`src/rtl/axi_read_slave_burst.sv`:
```
// AXI3 read slave: queues AR requests, walks FIXED/INCR/WRAP beat addresses and streams R beats from a single-cycle memory.
// Optional define AXI_RD_RANGE_CHECK_EN turns beats past MEM_BYTES into SLVERR with no memory access.
module axi_read_slave_burst #(
  parameter int ADDR_W    = 32,
  parameter int DATA_W    = 32,
  parameter int ID_W      = 2,
  parameter int AR_DEPTH  = 4,
  parameter int MEM_BYTES = 4096
) (
  input  logic              ACLK,
  input  logic              ARESET,
  input  logic [ID_W-1:0]   ARID,
  input  logic [ADDR_W-1:0] ARADDR,
  input  logic [3:0]        ARLEN,
  input  logic [1:0]        ARSIZE,
  input  logic [1:0]        ARBURST,
  input  logic [1:0]        ARLOCK,
  input  logic [3:0]        ARCACHE,
  input  logic [2:0]        ARPROT,
  input  logic              ARVALID,
  output logic              ARREADY,
  output logic [ID_W-1:0]   RID,
  output logic [DATA_W-1:0] RDATA,
  output logic [1:0]        RRESP,
  output logic              RLAST,
  output logic              RVALID,
  input  logic              RREADY,
  output logic [ADDR_W-1:0] mem_addr,
  output logic              mem_read,
  input  logic [DATA_W-1:0] mem_data
);

  // state | meaning
  // IDLE  | no burst active, waiting for a queued request
  // BURST | presenting beats of the active burst on R
  typedef enum logic {IDLE, BURST} state_t;

  localparam int PTR_W = $clog2(AR_DEPTH);
  localparam int ENT_W = ID_W + ADDR_W + 4 + 2 + 2;

  logic [ENT_W-1:0]  fifo_mem [AR_DEPTH];
  logic [PTR_W-1:0]  wr_ptr, rd_ptr;
  logic [PTR_W:0]    count;
  logic              full, empty, push, pop;

  logic [ID_W-1:0]   h_id;
  logic [ADDR_W-1:0] h_addr;
  logic [3:0]        h_len;
  logic [1:0]        h_size, h_burst;

  state_t            state, state_n;
  logic [ADDR_W-1:0] addr, next_addr, inc, mask;
  logic [3:0]        beats_left, len;
  logic [ID_W-1:0]   id;
  logic [1:0]        size, burst;
  logic              advance, busy, wrap_ok, range_err;
  logic              unused_ok;

  assign unused_ok = ^{ARLOCK, ARCACHE, ARPROT, (MEM_BYTES != 0)};

  assign full    = (count == (PTR_W+1)'(AR_DEPTH));
  assign empty   = (count == '0);
  assign ARREADY = !full;
  assign push    = ARVALID && ARREADY;
  assign {h_id, h_addr, h_len, h_size, h_burst} = fifo_mem[rd_ptr];

  always_ff @(posedge ACLK) begin
    if (push) fifo_mem[wr_ptr] <= {ARID, ARADDR, ARLEN, ARSIZE, ARBURST};
  end

  always_ff @(posedge ACLK or posedge ARESET) begin
    if (ARESET) begin
      wr_ptr <= '0;
      rd_ptr <= '0;
      count  <= '0;
    end else begin
      if (push) wr_ptr <= wr_ptr + PTR_W'(1);
      if (pop)  rd_ptr <= rd_ptr + PTR_W'(1);
      case ({push, pop})
        2'b10:   count <= count + (PTR_W+1)'(1);
        2'b01:   count <= count - (PTR_W+1)'(1);
        default: count <= count;
      endcase
    end
  end

  // WRAP bursts of illegal length fall back to INCR stepping
  always_comb begin
    inc     = ADDR_W'(1) << size;
    mask    = (ADDR_W'({1'b0, len} + 5'd1) << size) - ADDR_W'(1);
    wrap_ok = (burst == 2'b10) &&
              (len == 4'd1 || len == 4'd3 || len == 4'd7 || len == 4'd15);
    if (burst == 2'b00)
      next_addr = addr;
    else if (wrap_ok)
      next_addr = (addr & ~mask) | ((addr + inc) & mask);
    else
      next_addr = addr + inc;
  end

  always_comb begin
    state_n = state;
    pop     = 1'b0;
    advance = 1'b0;
    case (state)
      IDLE: begin
        if (!empty) begin
          pop     = 1'b1;
          state_n = BURST;
        end
      end
      BURST: begin
        if (RREADY) begin
          if (beats_left != 4'd0) advance = 1'b1;
          else if (!empty)        pop     = 1'b1;
          else                    state_n = IDLE;
        end
      end
      default: state_n = IDLE;
    endcase
  end

  always_ff @(posedge ACLK or posedge ARESET) begin
    if (ARESET) begin
      state      <= IDLE;
      addr       <= '0;
      beats_left <= '0;
      len        <= '0;
      id         <= '0;
      size       <= '0;
      burst      <= '0;
    end else begin
      state <= state_n;
      if (pop) begin
        addr       <= h_addr;
        beats_left <= h_len;
        len        <= h_len;
        id         <= h_id;
        size       <= h_size;
        burst      <= h_burst;
      end else if (advance) begin
        addr       <= next_addr;
        beats_left <= beats_left - 4'd1;
      end
    end
  end

  assign busy = (state == BURST);

`ifdef AXI_RD_RANGE_CHECK_EN
  logic [ADDR_W:0] end_addr;
  assign end_addr  = {1'b0, addr} + {1'b0, inc};
  assign range_err = busy && (end_addr > (ADDR_W+1)'(MEM_BYTES));
`else
  assign range_err = 1'b0;
`endif

  always_comb begin
    RVALID   = busy;
    RID      = busy ? id : '0;
    mem_addr = busy ? addr : '0;
    RLAST    = busy && (beats_left == 4'd0);
    mem_read = busy && !range_err;
    RDATA    = (busy && !range_err) ? mem_data : '0;
    RRESP    = range_err ? 2'b10 : 2'b00;
  end

endmodule

```
`config.mk`:
```
export PLATFORM = sky130hd
export DESIGN_NAME = axi_read_slave_burst
export DESIGN_NICKNAME = d
export VERILOG_FILES = /design/src/rtl/axi_read_slave_burst.sv
export SDC_FILE = /design/constraint.sdc
export NUM_CORES = 1
export LEC_CHECK = 0
export CORE_MARGIN = 4
export CORE_UTILIZATION = 39
export CTS_CLUSTER_DIAMETER = 50
export DETAILED_ROUTE_END_ITERATION = 6
export PLACE_DENSITY_LB_ADDON = 0.2
export REMOVE_ABC_BUFFERS = 1
export SETUP_SLACK_MARGIN = 0.5
export SYNTH_ARGS = -nofsm -noshare
export SYNTH_HDL_FRONTEND = slang
export SYNTH_SLANG_ARGS = --single-unit
```
`constraint.sdc`:
```
create_clock -name ACLK -period 3.9 [get_ports ACLK]
set_input_delay 0.78 -clock ACLK [delete_from_list [all_inputs] [get_ports ACLK]]
set_output_delay 0.78 -clock ACLK [all_outputs]
set_load 0.03 [all_outputs]
```
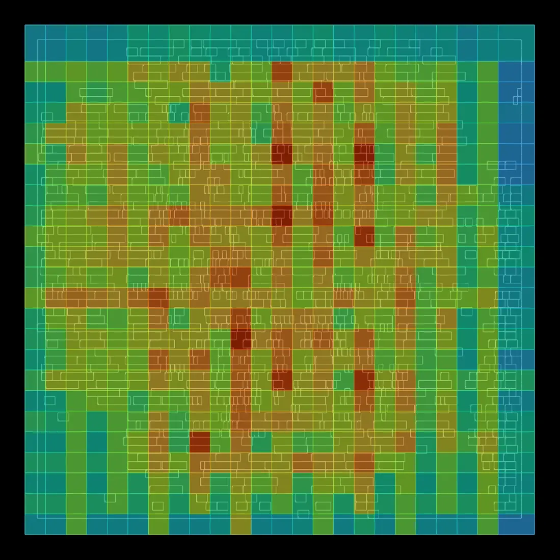
*Congestion heat map, run 1*
grt met2 use: 27.3%
met1 Resource Use GR: 23.1%
post-detailed-route wirelength per cell: 19.0 um
final design utilization: 50.7%
met3 GRT Util: 2.68%

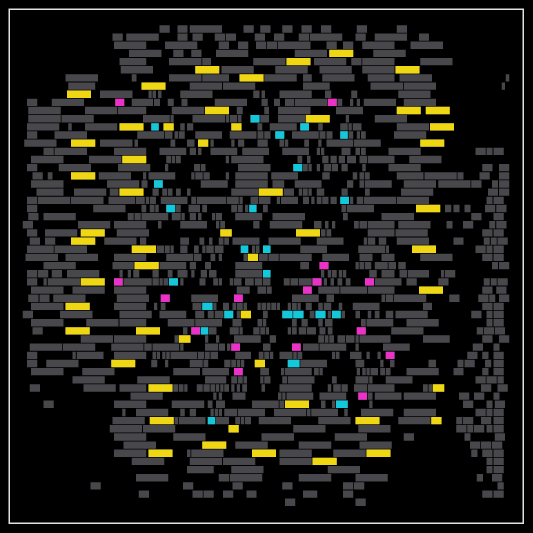
*Selected gate families, run 1*
(3 px per um)
[AND-OR and OR-AND gates] cyan | cells: 24 | most used: o22a_1 | where: middle
[XOR/XNOR gates] magenta | cells: 16
[multiplexers] yellow | cells: 52 | most used: mux4_2 | where: widely spread
Top cell excl fill/tap: edfxtp_1
Layout Cells excl Fill: 1282
multi-input gate share of total cell area: 27.6%

==> flow_summary.json, run 1 <==
{
  "status": "completed",
  "chip_area_um2": 29200,
  "nFillCells": 2258,
  "endpoint": "mem_addr[17]",
  "top_layer_used": "met4",
  "drt_iter0_drc": 425,
  "place.gp.congestion": 0.847,
  "synthTopCellsByArea": "edfxtp_1 (49%), dfrtp_1 (13%), mux4_2 (8.9%), and2_1 (3.8%), nand2_1 (2.4%)",
  "logic_family": "simple AND/OR/NAND/NOR gates",
  "cp-startpoint": "RVALID",
  "dp_hpwl_um": 16400,
  "mi_logic_area_um2": 3650,
  "numCtsBuffers": 29,
  "yosysWarnings": 0,
  "antenna_found_initial": 0,
  "synth_flop_count": 222,
  "wl_met1_um": 10900,
  "logic_gate_count": 473,
  "ys_sh_simple_pct": 12.7,
  "rsz0062_at_grt": "false",
  "ys_sh_aoi_pct": 8.76,
  "grt_pass1_vias": 6787,
  "setup.worst_path.class": "reg2out",
  "inverters_excl_clock": 32,
  "htreeDepth": 1,
  "hold_path_class": "reg2reg",
  "largest_class": "flip-flops and latches",
  "numPortBuffers": 147,
  "grt-ovfl-total": 0,
  "insertion_delay_ps": 530,
  "synth_seq_share_pct": 61.8,
  "ir_worst_vdd_uv": 433,
  "max_freq_mhz": 308,
  "reg2reg_depth": 12,
  "yosysTopAreaCellShare_pct": 48.8,
  "cp.arrival_ps": 2460,
  "regArea_um2": 6400,
  "netlist_area_um2": 10300,
  "final-nonclk-buf-share_pct": 12.6,
  "warnings": 39,
  "nets": 1029,
  "drc_errors": 0,
  "root_buffer": "clkbuf_16",
  "ys_area_um2": 10300,
  "slew_headroom_pct": 23.4,
  "layout-drive-gt1-share_pct": 14.3,
  "period_used_pct": 83.2,
  "cp-end-kind": "primary output",
  "routed-wl-met3_um": 1640,
  "cts_tree": "built",
  "die_h_um": 171,
  "clkSinkCount": 222,
  "core_um2": 26100,
  "path_max_fanout": 27,
  "viasPerCell": 5.29,
  "ys_cells": 771,
  "seq_cells": 222,
  "antenna_cells": 0,
  "cp-start-kind": "register",
  "dr.pass1.iters": 5,
  "wl_met2_um": 11500,
  "cts_buffer_depth": 3,
  "grt_pass1_wl_um": 37700,
  "rrSetupSlack_ps": 750,
  "ios": 159,
  "clock_area_share_pct": 7.28,
  "tightest_slew_ps": 1140,
  "seq_area_share_pct": 48.5,
  "post_cts_buffers": 0,
  "ys_sh_mux_pct": 10.0,
  "max-cap-violations": 0,
  "edf_count": 168,
  "std_cell_rows": 59,
  "nNonClkBuffers": 167,
  "worstHoldStart": "id[1]",
  "power_density_nw_per_um2": 743
}
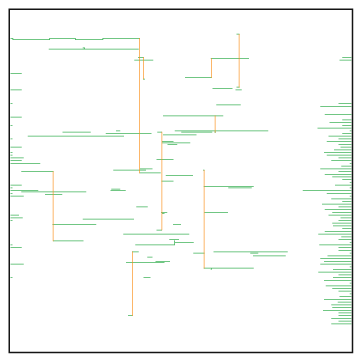
*Metal layers overlaid, run 1*
(2 px per um) Only two layers are drawn.
[metal 3] green | wire length: 1640 um
[metal 4] orange | wire length: 287 um
via count: 6788
WL final: 24400 um
GR Util All Layers: 16.4%

-- run 1: synthesized netlist by cell type (all sizes together), types with 9 or more instances --
cell type,n
nand3,14
nand4,9
nor3,13
mux4,41
buf,21
a21oi,29
ha,15
inv,32
nand2,67
o21ai,45
nor2,43
and3,10
clkbuf,24
and2,63
edfxtp,168
dfrtp,54
-- run 1: worst max-delay path, stage by stage (launching register included) --
cell	delay [ps]
dfrtp_4	620
inv_1	320
nor2_1	280
clkdlybuf4s50_1	710
-- run 1: layout by cell type, fill, tap and decap left out, drive strengths merged, types with 15 or more instances in the layout --
cell	instances
edfxtp	168
clkdlybuf4s50	147
nand2	67
and2	63
dfrtp	54
o21ai	45
nor2	43
mux4	41
inv	38
clkbuf	34
a21oi	29
buf	20
ha	15
-- run 1: how the worst min path moves through the flow --
stage,to,slack (ps),depth (start not counted)
detailed placement,id[1],460,2
finish,id[1],470,2
global placement,id[0],450,2
floorplan,id[0],440,2
global route,count[2],520,1
CTS,id[1],480,2
-- run 1: repair_timing --
item / 4_1_cts / 5_1_grt
hold buffers: 0 / 0
resized: 1 / 1
setup endpoints to repair: 5 / 1
pin swaps: 0 / 0
-- run 1: per-stage QoR --
step	area, um2	cells	hold slack (ps)	setup TNS, ps
floorplan	10200	727	437	-19050
global placement	12200	1229	451	0
detailed placement	12200	1229	459	0
CTS	13200	1282	476	0
global route	13200	1282	522	0
finish	13200	1282	474	0
-- run 1: logic make-up after synthesis --
group | Yosys count
flops | 222
simple gates | 249
fa+ha+maj | 17
mux | 52
other cells | 1
compound gates | 137
buf+inv | 77
xor+xnor | 16
-- run 1: report_power, final --
group / total, mW / switching [mW] / internal (mW)
Combinational: 3.57 / 2.00 / 1.57
Sequential: 3.63 / 0.455 / 3.18
Clock: 2.61 / 1.01 / 1.60
Total: 9.81 / 3.46 / 6.35
### Layout detail, run 1

Window x 70 to 100, y 105 to 135 um. Cells in gray, sequential cells in the stronger gray; small squares are vias.
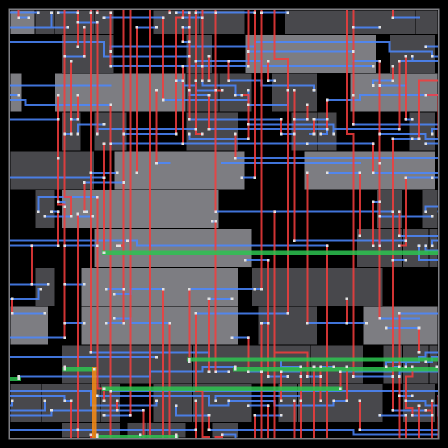

## Run 2: what changed since run 1
- clock period: 3.9 -> 2.7 ns (I/O delays scaled with it)
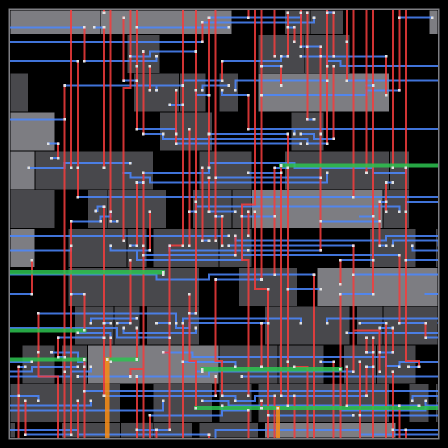
*Layout detail, run 2*
Window x 70 to 100, y 105 to 135 um. Cells in gray, sequential cells in the stronger gray; small squares are vias.
[metal 1] blue
[metal 4] orange
[metal 3] green
[metal 2] red
cells with their middle in the window: 49
most frequent: dfrtp_1 (5), a21oi_1 (4), nor2_4 (4)
sequential cells in the window: 6
netlist names of flops here include: `fifo_mem` (1)

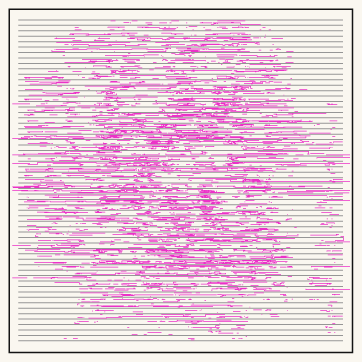
*The metal 1 layer, run 2*
(2 px per um) Supply wires on this layer in gray.
main direction: horizontal
nets with wire on the layer: 976
met1 Resource Use GR: 24.0%
WL final: 26000 um
via count: 7140

==> run 2 against run 1 <==
Combinational power is 88% higher. Total power up 58%. Critical path depth up 11. Core utilization increased by 4.3 points. Largest power group is now combinational cells.
==> flow_summary.json, run 2 <==
{
  "status": "completed",
  "max_freq_mhz": 384,
  "power_density_nw_per_um2": 1080,
  "warnings": 41,
  "max-cap-violations": 0,
  "hold_path_class": "in2async",
  "synth_seq_share_pct": 61.8,
  "wl_per_cell_um": 19.1,
  "cts.repair.resized": 300,
  "numCtsBuffers": 26,
  "core_um2": 26100,
  "root_buffer": "clkbuf_16",
  "layout-drive-gt1-share_pct": 36.1,
  "grt_pass1_wl_um": 40000,
  "finalSetupTns_ps": 0,
  "ys_cells": 771,
  "cp-start-kind": "register",
  "dp_cells": 1270,
  "drt_iter0_drc": 419,
  "netlist_area_um2": 10300,
  "power_switching_mw": 5.54,
  "rsz0062_at_grt": "true",
  "final_area_um2": 14300,
  "clkSinkCount": 222,
  "post_cts_buffers": 19,
  "tightest_slew_ps": 536,
  "path_max_fanout": 9,
  "mi_logic_area_um2": 4190,
  "cp-end-kind": "register",
  "most_common_cell": "edfxtp_1",
  "crit_chain": "buf_4 > buf_8 > nor2b_2 > buf_4 > o21ai_2 > o211ai_1 > a21oi_2 > and3_4 > ha_4 > inv_1 > o21ai_0 > nor4_2 > xnor2_1 > a21oi_1",
  "reg2reg_depth": 14,
  "comb_power_share_pct": 43.2,
  "period_used_pct": 96.5,
  "pwr-share-seq_pct": 33.8,
  "slew_headroom_pct": 64.3,
  "synthTopCellsByArea": "edfxtp_1 (49%), dfrtp_1 (13%), mux4_2 (8.9%), and2_1 (3.8%), nand2_1 (2.4%)",
  "nets": 1108,
  "finalNonFillerCells": 1359,
  "grt_pass1_vias": 7255,
  "place.gp.congestion": 0.830,
  "yosysTopAreaCellShare_pct": 48.8,
  "cp.arrival_ps": 3010,
  "rrSetupSlack_ps": 100,
  "switching_share_pct": 35.7,
  "antenna_found_initial": 0,
  "numPortBuffers": 147,
  "ys_top_cells_by_count": "edfxtp_1 (168), nand2_1 (67), and2_1 (63), dfrtp_1 (54)",
  "cp_slowest_cell": "dfrtp_1",
  "regArea_um2": 6410,
  "htreeDepth": 1,
  "cts_hold_buf": 0,
  "ir_worst_vdd_uv": 662,
  "setup.worst_path.class": "reg2reg",
  "die_h_um": 171,
  "synth_flop_count": 222,
  "slowest_delay_ps": 400,
  "drc_errors": 0,
  "mostFrequentLayoutCells": "edfxtp_1 (168), clkdlybuf4s50_1 (77), buf_4 (66)",
  "cts_tree": "built",
  "mostFrequentLayoutCell": "edfxtp_1",
  "placed_area_um2": 12600,
  "grt-ovfl-total": 0,
  "grtUsageTotal_pct": 17.3,
  "dr.pass1.iters": 5,
  "chip_area_um2": 29200,
  "nFillCells": 2151,
  "dp_hpwl_um": 16600,
  "insertion_delay_ps": 530,
  "ys_area_um2": 10300
}
-- run 2: cell counts after synthesis --
No cell type changed its count.
-- run 2: layer usage --
layer	routed length, um	part of all wire, %	vias to the layer above	GRT usage [%]
met2	12300	47	226	28.4
met1	11200	43	3502	24.0
met5	0	0	-	0
li1	-	-	3365	-
met4	631	2.4	0	4.75
met3	1830	7.1	47	3.26
-- run 2: worst max-delay path by stage --
stage | from | endpoint | cells after the start
CTS | size[0] | register | 13
global placement | RREADY | register | 10
detailed placement | RREADY | register | 10
finish | size[0] | register | 14
floorplan | RVALID | register | 8
global route | size[0] | register | 13
-- run 2: kinds of logic after synthesis --
kind of cell / synth area share [%]
DFF: 61.8
AOI/OAI and AO/OA: 8.76
xor gates and xnor gates: 1.35
muxes: 10.0
other: 0.0362
buffers and inverters: 3.07
adders and majority gates: 2.20
and+or+nand+nor: 12.7
-- run 2: final cells by class --
class / count / area share, %
clock inverters: 18 / 1.53
repair buffers: 249 / 16.1
well taps: 335 / 2.92
inverters: 32 / 0.916
flip-flops and latches: 222 / 44.7
multi-input cells: 473 / 29.2
clock buffers: 30 / 4.64
-- run 2: power groups by stage --
| stage | sequential (mW) | clock (mW) | combinational, mW |
|---|---|---|---|
| 6_report | 5.25 | 3.57 | 6.72 |
| 5_1_grt | 5.36 | 3.81 | 7.27 |
| 4_1_cts | 5.24 | 3.65 | 6.37 |
| 3_5_place_dp | 5.27 | 0 | 5.67 |
| 3_3_place_gp | 5.25 | 0 | 5.62 |
| 2_1_floorplan | 5.27 | 0 | 3.32 |
-- run 2: critical path: cells and delay by family, from the launching register on --
kind,cells,cell delay [ps]
compound gates,5,660
simple gates,3,590
buf+inv,4,480
xor+xnor,1,160
flops,1,400
fa+ha+maj,1,190
### Congestion heat map, run 2

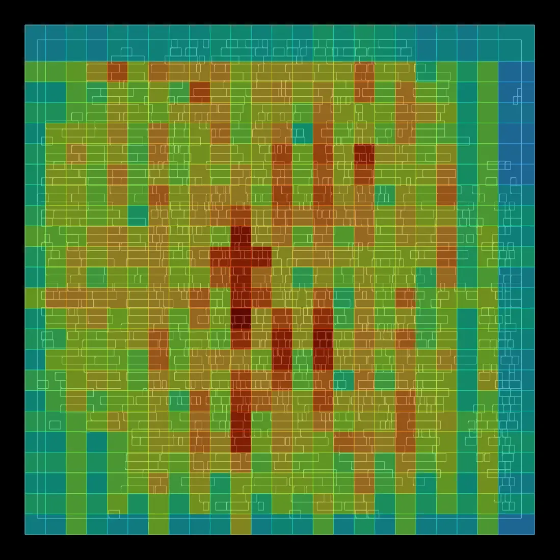

## Run 3: what changed since run 2
- ABC_AREA: not set -> 1
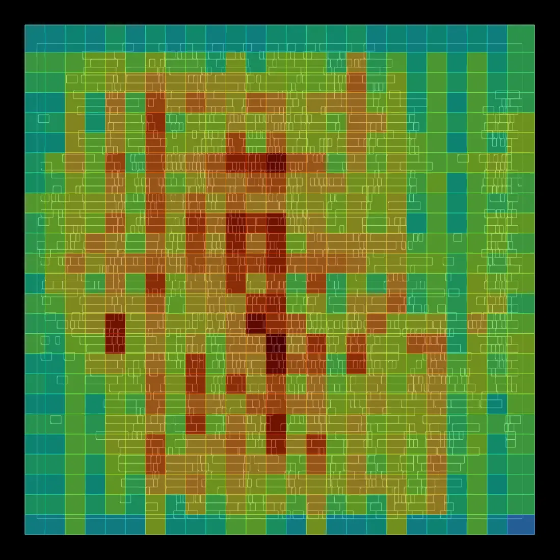
*Congestion heat map, run 3*
grt peak-use layer: met2
met3 GRT Util: 2.66%
GR Util All Layers: 18.3%
post-detailed-route wirelength per cell: 16.8 um

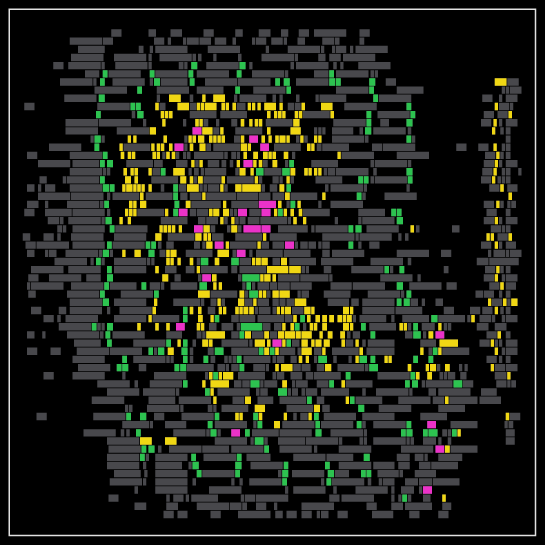
*Selected gate families, run 3*
(3 px per um)
[NAND gates] yellow | cells: 347 | most used: nand2_1
[XOR/XNOR gates] magenta | cells: 23 | most used: xor2_1
[inverting AOI/OAI gates] green | cells: 185 | most used: o21ai_0
Layout Cells excl Fill: 1789
Top cell excl fill/tap: nand2_1
multi-input gate share of total cell area: 28.0%

==> run 3 against run 2 <==
Largest cell class unchanged. Combinational power down 0.6%. Critical path depth up 2. Clock skew down 5.2 ps. Highest routed layer unchanged.
==> flow_summary.json, run 3 <==
{
  "die_h_um": 175,
  "ys_top_cells_by_count": "nand2_1 (281), edfxtp_1 (168), nor2_1 (156), inv_1 (131), o21ai_0 (112)",
  "ios": 159,
  "grt_pass1_vias": 8473,
  "cts.repair.resized": 327,
  "slew_headroom_pct": 63.4,
  "crit_buf_inv": 3,
  "final-max-slew-violation-count": 0,
  "dr.pass1.iters": 5,
  "finalPower_mw": 15.6,
  "setup.worst_path.class": "reg2reg",
  "yosysWarnings": 0,
  "synth_flop_count": 222,
  "cts_hold_buf": 0,
  "reg2reg_depth": 16,
  "most_common_cell": "nand2_1",
  "slowest_delay_ps": 450,
  "crit_chain": "inv_2 > ha_4 > inv_2 > nand2_2 > o21ai_2 > buf_4 > nand2_1 > nand2_2 > nor2_2 > nand3_1 > nor2_1 > ha_2 > a211oi_4 > xor2_1 > nand2_1 > nand2_1",
  "regArea_um2": 6400,
  "crit_family": "simple AND/OR/NAND/NOR gates",
  "nets": 1500,
  "yosysTopAreaCellShare_pct": 46.4,
  "dp_cells": 1679,
  "path_max_fanout": 3,
  "grt_max_degree": 86,
  "num_vias": 9017,
  "nFillCells": 2426,
  "root_buffer": "clkbuf_16",
  "dp_hpwl_um": 17500,
  "viasPerCell": 5.04,
  "numCtsBuffers": 28,
  "cpMostUsedCell": "nand2_1",
  "place.gp.congestion": 0.870,
  "power_density_nw_per_um2": 1040,
  "cp_num_cells": 16,
  "grt-ovfl-total": 0,
  "clkSlewWorstSetupHoldPaths_ps": 60,
  "cp-end-kind": "register",
  "placed_area_um2": 13000,
  "cp_slowest_cell": "dfrtp_1",
  "grt_pass1_wl_um": 45400,
  "drc_errors": 0,
  "cp.arrival_ps": 2960,
  "max_freq_mhz": 401,
  "synth_seq_share_pct": 58.8,
  "layout-drive-gt1-share_pct": 25.2,
  "antenna_cells": 0,
  "finClkSkew_ps": 6.84,
  "hold-worst-slack_ps": 238,
  "warnings": 41,
  "synthTopCellsByArea": "edfxtp_1 (46%), dfrtp_1 (12%), nand2_1 (9.7%), nor2_1 (5.4%), o21ai_0 (5.2%)",
  "tightest_slew_ps": 549,
  "ys_cells": 1182,
  "period_used_pct": 92.3,
  "chip_area_um2": 30600,
  "syn_inst": 1182,
  "cts_tree": "built",
  "final_area_um2": 15000,
  "netlist_area_um2": 10900,
  "ir_worst_vdd_uv": 565,
  "ys_types": 43,
  "clkSinkCount": 222,
  "mostFrequentLayoutCells": "nand2_1 (241), edfxtp_1 (168), nor2_1 (141)",
  "wl_um": 30000,
  "ys_area_um2": 10900,
  "status": "completed",
  "drt_iter0_drc": 572,
  "edf_count": 168,
  "antenna_left": 0,
  "rrSetupSlack_ps": 210,
  "finalSetupViolations": 0,
  "std_cell_rows": 60,
  "core_um2": 27200,
  "post_cts_buffers": 35,
  "yosysTopAreaCell": "edfxtp_1",
  "max-cap-violations": 0,
  "final_util_pct": 55.2,
  "cts_buffer_depth": 3,
  "rsz0062_at_grt": "true",
  "hold_path_class": "in2async",
  "finalCriticalPeriod_ps": 2490,
  "flop_cell": "edfxtp_1",
  "htreeDepth": 1,
  "insertion_delay_ps": 530,
  "numPortBuffers": 147,
  "mi_logic_area_um2": 4200,
  "cp-start-kind": "register",
  "finalSetupTns_ps": 0,
  "avgSynthCellArea_um2": 9.20,
  "antenna_found_initial": 0
}
[run 3: cell count changes after synthesis, sizes merged, moves of 13 or more]
| cell | change |
|---|---|
| clkbuf | +13 |
| mux4 | -41 |
| nand2 | +219 |
| o22ai | +37 |
| nor2 | +129 |
| nand3 | +31 |
| o21ai | +71 |
| and2 | -63 |
| inv | +108 |
[run 3: worst paths after layout]
kind | from | end
worst max register to register | len[1] | register
worst min-delay path | ARESET | id[0]
max in group asynchronous | ARESET | RVALID
worst min register to register | count[0] | count[0]
min in group ACLK | count[0] | count[0]
worst max-delay path | len[1] | register
[run 3: where the power goes]
| part | switching, mW | internal, mW |
|---|---|---|
| Combinational | 4.04 | 2.64 |
| Clock | 1.44 | 2.37 |
| Sequential | 0.557 | 4.56 |
[run 3: final cells by class]
type / count / area share, %
Tap cell: 372 / 3.10
Clock inverter: 17 / 1.25
Clock buffer: 34 / 5.23
Multi-Input combinational cell: 765 / 28.0
Inverter: 142 / 3.58
Timing Repair Buffer: 237 / 16.2
Sequential cell: 222 / 42.6
[run 3: routing by layer]
| layer | routed length [um] | vias up | GRT usage, % |
|---|---|---|---|
| met5 | 0 | - | 0 |
| met4 | 794 | 0 | 5.04 |
| met3 | 2040 | 67 | 2.66 |
| met2 | 14000 | 331 | 31.5 |
| met1 | 13100 | 4274 | 24.5 |
| li1 | - | 4345 | - |
[run 3: cell families (layout without fill, tap and decap cells)]
kind of cell / count (synthesis) / after routing / synth area share [%]
fa+ha+maj: 17 / 17 / 2.09
buf+inv: 197 / 430 / 7.21
compound gates: 187 / 187 / 9.44
simple gates: 534 / 535 / 20.4
xor+xnor: 23 / 23 / 1.85
mux: 1 / 1 / 0.104
other cells: 1 / 2 / 0.0345
flops: 222 / 222 / 58.8
Power and IR drop assume default switching activity.
